Fig. 1: PDN straps and rails
Bar = 20 um. Pins as bars on the die edge. Tap cells in grey.
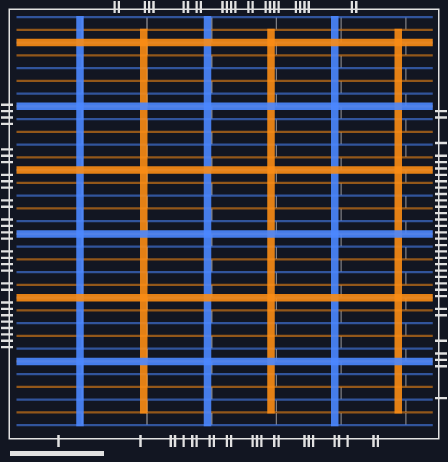
Fig. 2: cells coloured by class
Bar = 20 um.
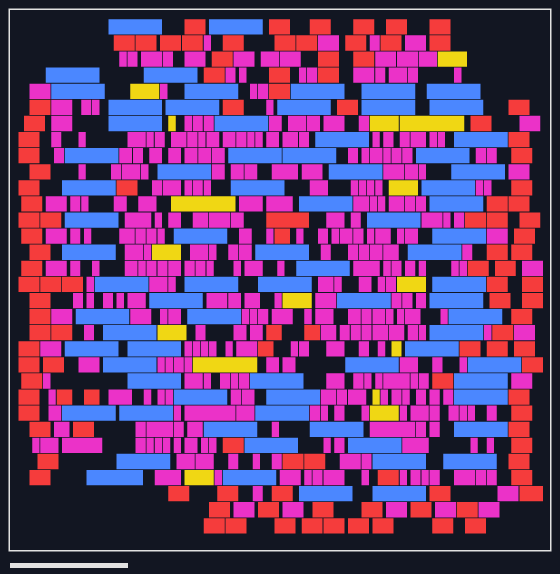
[src/rtl/alu_negate_scheduler.sv]
// Two-requester scheduler sharing one 32-bit two's-complement negate datapath.
// Round-robin grant in IDLE, fixed-length EXEC phase, then a held response.
module alu_negate_scheduler #(
  parameter int unsigned BUSY_CYCLES = 1
) (
  input  logic        clk,
  input  logic        clr_n,
  input  logic        req0_valid,
  output logic        req0_ready,
  input  logic [1:0]  req0_op,
  input  logic [31:0] req0_a,
  input  logic        req1_valid,
  output logic        req1_ready,
  input  logic [1:0]  req1_op,
  input  logic [31:0] req1_a,
  output logic        resp_valid,
  input  logic        resp_ready,
  output logic        resp_id,
  output logic [31:0] resp_result,
  output logic        resp_ovf,
  output logic        resp_err,
  output logic        busy
);

  typedef enum logic [1:0] {
    ST_IDLE = 2'd0,
    ST_EXEC = 2'd1,
    ST_RESP = 2'd2
  } state_e;

  localparam logic [3:0]  LAST_CNT = 4'(BUSY_CYCLES - 1);
  localparam logic [31:0] INT_MIN  = 32'h8000_0000;

  state_e      state_q;
  logic        last_q;
  logic [3:0]  cnt_q;
  logic [1:0]  op_q;
  logic [31:0] a_q;
  logic        id_q;
  logic [31:0] result_q;
  logic        ovf_q;
  logic        err_q;
  logic        resp_valid_q;

  logic        grant1_s;
  logic        idle_s;
  logic [31:0] neg_s;
  logic [31:0] result_d;
  logic        ovf_d;
  logic        err_d;

  // req1 wins when it is the only requester, or when both ask and req0 went last
  assign idle_s     = (state_q == ST_IDLE);
  assign grant1_s   = req1_valid & (~req0_valid | ~last_q);
  assign req0_ready = idle_s & req0_valid & ~grant1_s;
  assign req1_ready = idle_s & grant1_s;

  assign neg_s = ~a_q + 32'd1;

  always_comb begin
    result_d = 32'd0;
    ovf_d    = 1'b0;
    err_d    = 1'b0;
    case (op_q)
      2'b00: begin
        result_d = neg_s;
        ovf_d    = (a_q == INT_MIN);
      end
      2'b01: begin
        result_d = a_q[31] ? neg_s : a_q;
        ovf_d    = (a_q == INT_MIN);
      end
      2'b10: begin
        result_d = a_q;
      end
      default: begin
        err_d = 1'b1;
      end
    endcase
  end

  always_ff @(posedge clk or negedge clr_n) begin
    if (!clr_n) begin
      state_q      <= ST_IDLE;
      last_q       <= 1'b1;
      cnt_q        <= 4'd0;
      op_q         <= 2'd0;
      a_q          <= 32'd0;
      id_q         <= 1'b0;
      result_q     <= 32'd0;
      ovf_q        <= 1'b0;
      err_q        <= 1'b0;
      resp_valid_q <= 1'b0;
    end else begin
      case (state_q)
        ST_IDLE: begin
          if (req0_ready | req1_ready) begin
            op_q    <= grant1_s ? req1_op : req0_op;
            a_q     <= grant1_s ? req1_a : req0_a;
            id_q    <= grant1_s;
            cnt_q   <= 4'd0;
            state_q <= ST_EXEC;
          end
        end
        ST_EXEC: begin
          if (cnt_q == LAST_CNT) begin
            result_q     <= result_d;
            ovf_q        <= ovf_d;
            err_q        <= err_d;
            resp_valid_q <= 1'b1;
            state_q      <= ST_RESP;
          end else begin
            cnt_q <= cnt_q + 4'd1;
          end
        end
        ST_RESP: begin
          // response fields return to zero so they are only nonzero while valid
          if (resp_ready) begin
            last_q       <= id_q;
            result_q     <= 32'd0;
            ovf_q        <= 1'b0;
            err_q        <= 1'b0;
            resp_valid_q <= 1'b0;
            state_q      <= ST_IDLE;
          end
        end
        default: begin
          state_q <= ST_IDLE;
        end
      endcase
    end
  end

  assign resp_valid  = resp_valid_q;
  assign resp_id     = id_q;
  assign resp_result = result_q;
  assign resp_ovf    = ovf_q;
  assign resp_err    = err_q;
  assign busy        = (state_q != ST_IDLE);

endmodule

[config.mk]
export PLATFORM = sky130hd
export DESIGN_NAME = alu_negate_scheduler
export DESIGN_NICKNAME = d
export VERILOG_FILES = /design/src/rtl/alu_negate_scheduler.sv
export SDC_FILE = /design/constraint.sdc
export NUM_CORES = 1
export LEC_CHECK = 0
export ABC_AREA = 0
export ABC_CLOCK_PERIOD_IN_PS = 3750
export CORE_UTILIZATION = 53
export DETAILED_ROUTE_END_ITERATION = 8
export PLACE_DENSITY = 0.86
export REMOVE_ABC_BUFFERS = 1
export SLEW_MARGIN = 25
export SYNTH_ARGS = -nofsm -noshare
export SYNTH_HDL_FRONTEND = slang
export SYNTH_SLANG_ARGS = --single-unit
[constraint.sdc]
create_clock -name clk -period 3.75 [get_ports clk]
set_input_delay 0.75 -clock clk [delete_from_list [all_inputs] [get_ports clk]]
set_output_delay 0.75 -clock clk [all_outputs]
set_load 0.01 [all_outputs]
==> flow_summary.yaml <==
# implementation run metrics
critical_path:
  path_buffers: 3
  r2r_start: "a_q[15]"
  rr_worst_depth: 8
  crit_required_ns: 3.00
  crit_path_start: "req0_valid"
detailed_routing:
  viasPerCell: 5.93
  drt_iter0_drc: 190
  totalWireLength_um: 10500
  vias: 3956
  drc: 0
  met2_length_um: 5200
sta:
  post-route-period-util: 0.821
  whs_ns: 0.408
  clock_skew_ns: 0.00536
  setup_violations: 0
global_route:
  grt_use_met3: 0.0519
  globalRoute.busiestLayer: "met2"
power_and_ir_drop:
  clockPowerShare: 0.193
  combinationalPower_mw: 1.64
  combPwrFrac: 0.411
  p_per_area_mw_per_mm2: 709
  p_int_mw: 2.40
  p_leak_nw: 2.28
run:
  drv_cap: 0
  openroad.warnings: 26
placement:
  port_buffers: 111
  gp_congestion: 0.830
status:
  status: "finished clean"
clock_tree:
  cts-resized-gates: 0
  cts.clk_slew.worst_paths_ns: 0.08
logic_synthesis:
  yosys.area_share.aoi: 0.181
  syn_inst: 460
die:
  ios: 112
  initCoreUtil: 0.546
layout:
  diodes: 0
Back to the opening pictures, Fig. 1:
Blue stands for VSS. Orange stands for VDD.
The core has 32 rows. 112 signal pins sit on the boundary. 6 straps on met5.
die extent in y: 91.3 um
Die W: 91.3 um
Placeable Area: 0.00773 mm^2

Back to the opening pictures, Fig. 2:
Blue stands for registers, cells 77. Yellow stands for clock drivers and dummy loads, cells 16. Magenta stands for remaining logic cells, cells 354. Red stands for remaining buffers and delay cells, cells 118.

-- through the flow --
step,instances,TNS (ns),setup slack [ns]
after global placement,651,0,0.704
final,667,0,0.673
after CTS,667,0,0.662
after detailed placement,651,0,0.671
after floorplan,431,-50.16,-1.87
after global routing,667,0,0.586
-- final cells by class --
| type | instances | area [um^2] | share of cell area |
|---|---|---|---|
| Sequential cell | 77 | 1930 | 0.342 |
| Inverter | 9 | 33.8 | 0.00600 |
| Multi-Input combinational cell | 345 | 2120 | 0.377 |
| Clock inverter | 4 | 95.1 | 0.0169 |
| Tap cell | 102 | 128 | 0.0227 |
| Clock buffer | 12 | 145 | 0.0258 |
| Timing Repair Buffer | 118 | 1180 | 0.209 |
